### src/rtl/memory_arbiter_pkg.sv
// Shared sizes, FSM state encodings and the round-robin pick for memory_arbiter.
// Requester 0 is instruction fetch, requester 1 is load/store.
package memory_arbiter_pkg;

    localparam int WORD_SIZE     = 16;
    localparam int MEM_ADDR_SIZE = 5;
    localparam int MEM_SIZE      = 32;

    localparam logic [1:0] STATE_INIT  = 2'd0;
    localparam logic [1:0] STATE_IDLE  = 2'd1;
    localparam logic [1:0] STATE_ISSUE = 2'd2;
    localparam logic [1:0] STATE_RESP  = 2'd3;

    // Returns the winning port (0 or 1); on a tie the port that did not win last time is chosen.
    function automatic logic pick_winner(input logic req0, input logic req1, input logic last_grant);
        if (req0 && req1) begin
            return ~last_grant;
        end
        return req1;
    endfunction

endpackage

### src/rtl/memory_arbiter.sv
// Two-requester round-robin arbiter in front of the single-port 32x16 memory.
// Clears memory once after reset, then runs one IDLE->ISSUE->RESP access at a time.
module memory_arbiter
    import memory_arbiter_pkg::*;
(
    input  logic                     clock,
    input  logic                     reset,
    input  logic                     req0,
    input  logic                     we0,
    input  logic [MEM_ADDR_SIZE-1:0] addr0,
    input  logic [WORD_SIZE-1:0]     wdata0,
    output logic                     ack0,
    output logic [WORD_SIZE-1:0]     rdata0,
    input  logic                     req1,
    input  logic                     we1,
    input  logic [MEM_ADDR_SIZE-1:0] addr1,
    input  logic [WORD_SIZE-1:0]     wdata1,
    output logic                     ack1,
    output logic [WORD_SIZE-1:0]     rdata1,
    output logic                     mem_reset,
    output logic                     mem_read_enable,
    output logic                     mem_write_enable,
    output logic [MEM_ADDR_SIZE-1:0] mem_address,
    output logic [WORD_SIZE-1:0]     mem_data_in,
    input  logic [WORD_SIZE-1:0]     mem_data_out,
    output logic                     busy
);

    logic [1:0] state;
    logic       last_grant;
    logic       active_port;
    logic       any_req;
    logic       grant_sel;

    always_comb begin
        any_req   = req0 | req1;
        grant_sel = pick_winner(req0, req1, last_grant);
    end

    // last_grant resets to 1 so requester 0 wins the first tie.
    always_ff @(posedge clock or negedge reset) begin
        if (!reset) begin
            state            <= STATE_INIT;
            mem_reset        <= 1'b1;
            busy             <= 1'b1;
            last_grant       <= 1'b1;
            active_port      <= 1'b0;
            ack0             <= 1'b0;
            ack1             <= 1'b0;
            mem_read_enable  <= 1'b0;
            mem_write_enable <= 1'b0;
            mem_address      <= '0;
            mem_data_in      <= '0;
        end else begin
            case (state)
                STATE_INIT: begin
                    state     <= STATE_IDLE;
                    mem_reset <= 1'b0;
                    busy      <= 1'b0;
                end
                STATE_IDLE: begin
                    if (any_req) begin
                        state       <= STATE_ISSUE;
                        busy        <= 1'b1;
                        last_grant  <= grant_sel;
                        active_port <= grant_sel;
                        if (grant_sel) begin
                            mem_address      <= addr1;
                            mem_data_in      <= wdata1;
                            mem_write_enable <= we1;
                            mem_read_enable  <= ~we1;
                        end else begin
                            mem_address      <= addr0;
                            mem_data_in      <= wdata0;
                            mem_write_enable <= we0;
                            mem_read_enable  <= ~we0;
                        end
                    end
                end
                STATE_ISSUE: begin
                    state            <= STATE_RESP;
                    mem_read_enable  <= 1'b0;
                    mem_write_enable <= 1'b0;
                    ack0             <= ~active_port;
                    ack1             <= active_port;
                end
                STATE_RESP: begin
                    // Always pass through IDLE so a req still high during ack is not served twice.
                    state <= STATE_IDLE;
                    ack0  <= 1'b0;
                    ack1  <= 1'b0;
                    busy  <= 1'b0;
                end
                default: begin
                    state     <= STATE_INIT;
                    mem_reset <= 1'b1;
                    busy      <= 1'b1;
                end
            endcase
        end
    end

    assign rdata0 = ack0 ? mem_data_out : '0;
    assign rdata1 = ack1 ? mem_data_out : '0;

endmodule

### config.mk
export PLATFORM = sky130hd
export DESIGN_NAME = memory_arbiter
export DESIGN_NICKNAME = d
export VERILOG_FILES = /design/src/rtl/memory_arbiter_pkg.sv /design/src/rtl/memory_arbiter.sv
export SDC_FILE = /design/constraint.sdc
export NUM_CORES = 1
export LEC_CHECK = 0
export ABC_AREA = 1
export CAP_MARGIN = 20
export CORE_UTILIZATION = 30
export CTS_BUF_LIST = sky130_fd_sc_hd__clkbuf_4 sky130_fd_sc_hd__clkbuf_8
export DETAILED_ROUTE_END_ITERATION = 7
export PLACE_DENSITY = 0.72
export SLEW_MARGIN = 20
export SYNTH_ARGS = -nofsm -noshare
export SYNTH_HDL_FRONTEND = slang
export SYNTH_SLANG_ARGS = --single-unit
### constraint.sdc
create_clock -name clock -period 1.3 [get_ports clock]
set_clock_uncertainty 0.1 [all_clocks]
set_input_delay 0.26 -clock clock [delete_from_list [all_inputs] [get_ports clock]]
set_output_delay 0.26 -clock clock [all_outputs]
set_load 0.005 [all_outputs]
Fig. 1: run 1, nets reached from selected ports
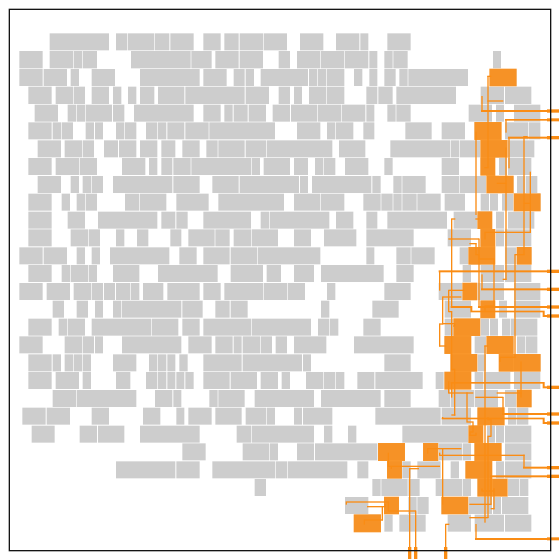
mem_data_out -> orange  # direction input, edge 13 right, 3 bottom, end cells 32, buffers 16, wire 518 µm

Fig. 2: run 1, routed metal, one color a layer
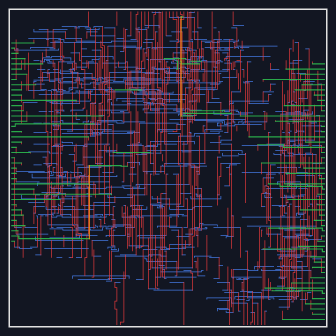
metal 3 -> green  # wire length 662 µm
metal 4 -> orange  # wire length 44.9 µm
metal 2 -> red  # wire length 3,900 µm
metal 1 -> blue  # wire length 2,570 µm

==> reports/results.ini, run 1 <==
[grt]
grt_max_degree = 22
use_met2_pct = 40.6
grt_util_all_layers_pct = 21.1

[final_timing]
timing.final.setup_violations = 59
hold_slack_ns = 0.215
finalWorstSetupSlack_ns = -0.223

[clock_tree]
postCtsSetupBuffers = 13

[power_and_ir_drop]
p_sw_share_pct = 39.2
p_comb_mw = 4.80

[final_layout]
inv_count = 61
antennaDiodeCount = 0

[yosys]
synthSimpleGateAreaFrac_pct = 38.7
syn_area_mm2 = 0.00194
synthArstFlopShare_pct = 100

[outcome]
violations = setup timing
outcome = complete, but fails checks

[critical_path]
setup.worst_path.end_class = output pin
crit_path_cell_trace = buf_6 -> buf_12 -> nand2_4 -> inv_2 -> buf_6

[detailed_routing]
vias = 2351

[floorplanning]
coreArea_mm2 = 0.00606
num_rows = 28

Fig. 3: run 1, clock distribution
The bar under the picture is 20 µm long.
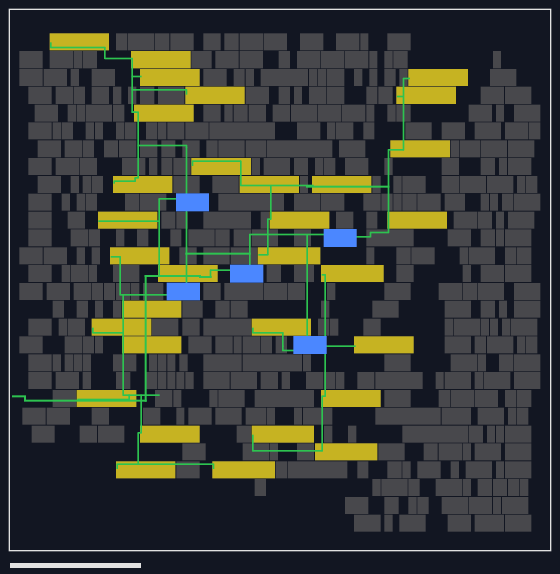
clock drivers -> blue  # count 5
flip-flops -> yellow  # count 31
clock wires -> green  # length 434 µm
routed clock nets = 6

==> run 2, diff against run 1 <==
==> constraint.sdc (replaced) <==
create_clock -name clock -period 1.3 [get_ports clock]
set_clock_uncertainty 0.1 [all_clocks]
set_input_delay 0.26 -clock clock [delete_from_list [all_inputs] [get_ports clock]]
set_output_delay 0.26 -clock clock [all_outputs]
set_load 0.01 [all_outputs]
Fig. 4: run 2, clock distribution
The bar under the picture is 20 µm long.
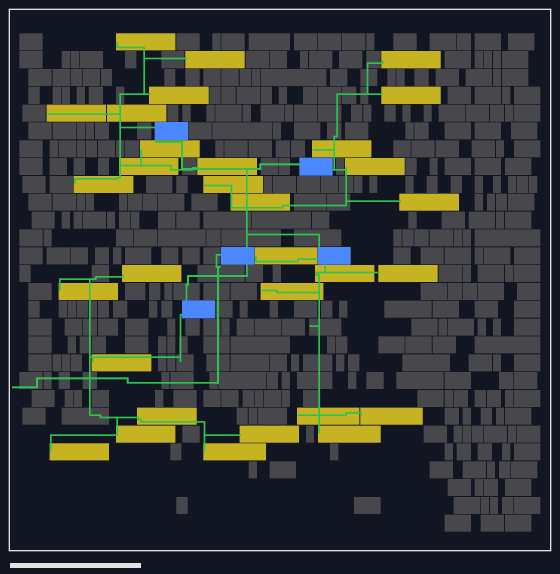
flip-flops -> yellow  # count 31
clock wires -> green  # length 454 µm
clock drivers -> blue  # count 5
routed clock nets = 6

==> reports/results.ini, run 2 <==
[outcome]
outcome = complete, but fails checks
violations = setup timing

[yosys]
synthSimpleGateAreaFrac_pct = 38.7
ys_seq_share_pct = 40.2
yosysUniqueCellTypes = 18
syn_area_mm2 = 0.00194
xor_area_share_pct = 0
synth.top_cell.area_share_pct = 36.2
synthArstFlopShare_pct = 100
ys_area_mm2 = 0.00194

[grt]
grt_max_degree = 32
grt_util_all_layers_pct = 20.4
first_global_vias = 2220
met1_usage_pct = 20.5
use_met2_pct = 39.5

[final_timing]
hold_slack_ns = 0.231
finalWorstSetupSlack_ns = -0.243
timing.final.setup_violations = 58

[detailed_routing]
drt-initial-drc-count = 91
vias = 2351
dr_wl_met3_um = 730

[critical_path]
worstReg2RegStart = state[0]
crit_path_cell_trace = buf_6 -> buf_12 -> nand2_4 -> inv_2 -> buf_6
critPathRequiredTime_ns = 0.94
setup.worst_path.end_class = output pin

[power_and_ir_drop]
p_sw_share_pct = 40.4
power_density_mw_per_mm2 = 1750
power.internal_mw = 4.22
p_comb_mw = 4.41
clkPwrFrac_pct = 12.2

[run]
warnings = 31

[floorplanning]
coreArea_mm2 = 0.00606
num_rows = 28
die_x_um = 82.4

[clock_tree]
htreeDepth = 2
cts_tree = done
clk_pin_slew_ns = 0.07
postCtsSetupBuffers = 8

[final_layout]
logic_gate_count = 178
antennaDiodeCount = 0
inv_count = 61
largest_class = non-clock buffers
largest_register_ffs = 16

Fig. 5: run 2, routed metal, one color a layer
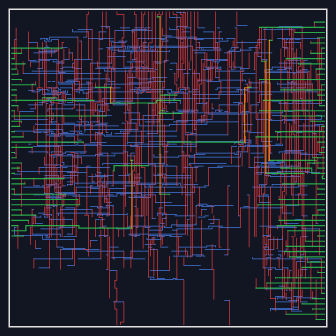
metal 4 -> orange  # wire length 144 µm
metal 3 -> green  # wire length 731 µm
metal 1 -> blue  # wire length 2,650 µm
metal 2 -> red  # wire length 3,850 µm

==> run 3, diff against run 2 <==
--- a/config.mk
+++ b/config.mk
@@ -7,10 +7,12 @@
 export LEC_CHECK = 0
 export ABC_AREA = 1
 export CAP_MARGIN = 20
-export CORE_UTILIZATION = 30
+export CORE_ASPECT_RATIO = 1.1
+export CORE_UTILIZATION = 44
 export CTS_BUF_LIST = sky130_fd_sc_hd__clkbuf_4 sky130_fd_sc_hd__clkbuf_8
 export DETAILED_ROUTE_END_ITERATION = 7
-export PLACE_DENSITY = 0.72
+export DONT_BUFFER_PORTS = 1
+export PLACE_DENSITY = 0.62
 export SLEW_MARGIN = 20
 export SYNTH_ARGS = -nofsm -noshare
 export SYNTH_HDL_FRONTEND = slang
Fig. 6: run 3, selected gate families
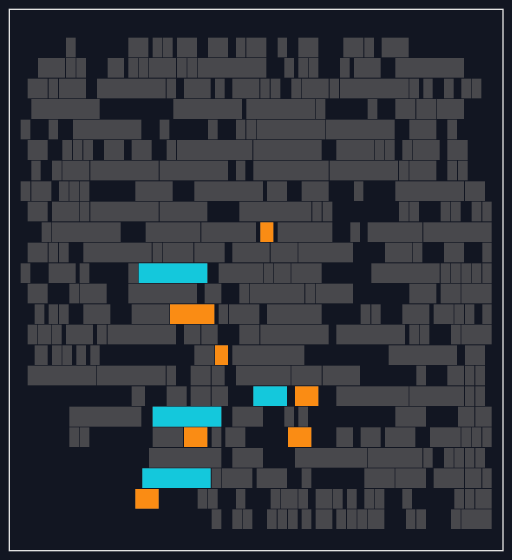
inverting AOI/OAI gates -> orange  # cells 7, most used o21ai_2
adder and majority cells -> cyan  # cells 4, most used ha_4

==> reports/results.ini, run 3 <==
[outcome]
outcome = complete, but fails checks
violations = setup timing

[final_timing]
finalWorstSetupSlack_ns = -0.0607
timing.final.setup_violations = 52
hold_slack_ns = 0.0701

[yosys]
synthArstFlopShare_pct = 100
ys_seq_share_pct = 40.2
xor_area_share_pct = 0
syn_area_mm2 = 0.00194
yosysUniqueCellTypes = 18
synth.top_cell.area_share_pct = 36.2

[detailed_routing]
dr_wl_met3_um = 370
vias = 1855

[grt]
grt_max_degree = 32
met1_usage_pct = 27.8
grt_util_all_layers_pct = 21.4
first_global_vias = 1599

[clock_tree]
clk_pin_slew_ns = 0.06
postCtsSetupBuffers = 4

[run]
warnings = 31

[floorplanning]
die_x_um = 65.3
coreArea_mm2 = 0.00408

[power_and_ir_drop]
power.internal_mw = 3.54
p_sw_share_pct = 42.2

[final_layout]
largest_class = logic gates
antennaDiodeCount = 0
inv_count = 61

[critical_path]
setup.worst_path.end_class = register

Fig. 7: run 3, clock distribution
The bar under the picture is 20 µm long.
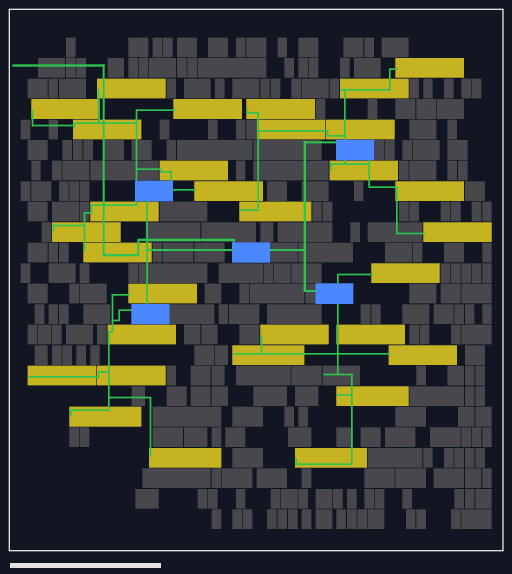
flip-flops -> yellow  # count 31
clock drivers -> blue  # count 5
clock wires -> green  # length 392 µm
routed clock nets = 6

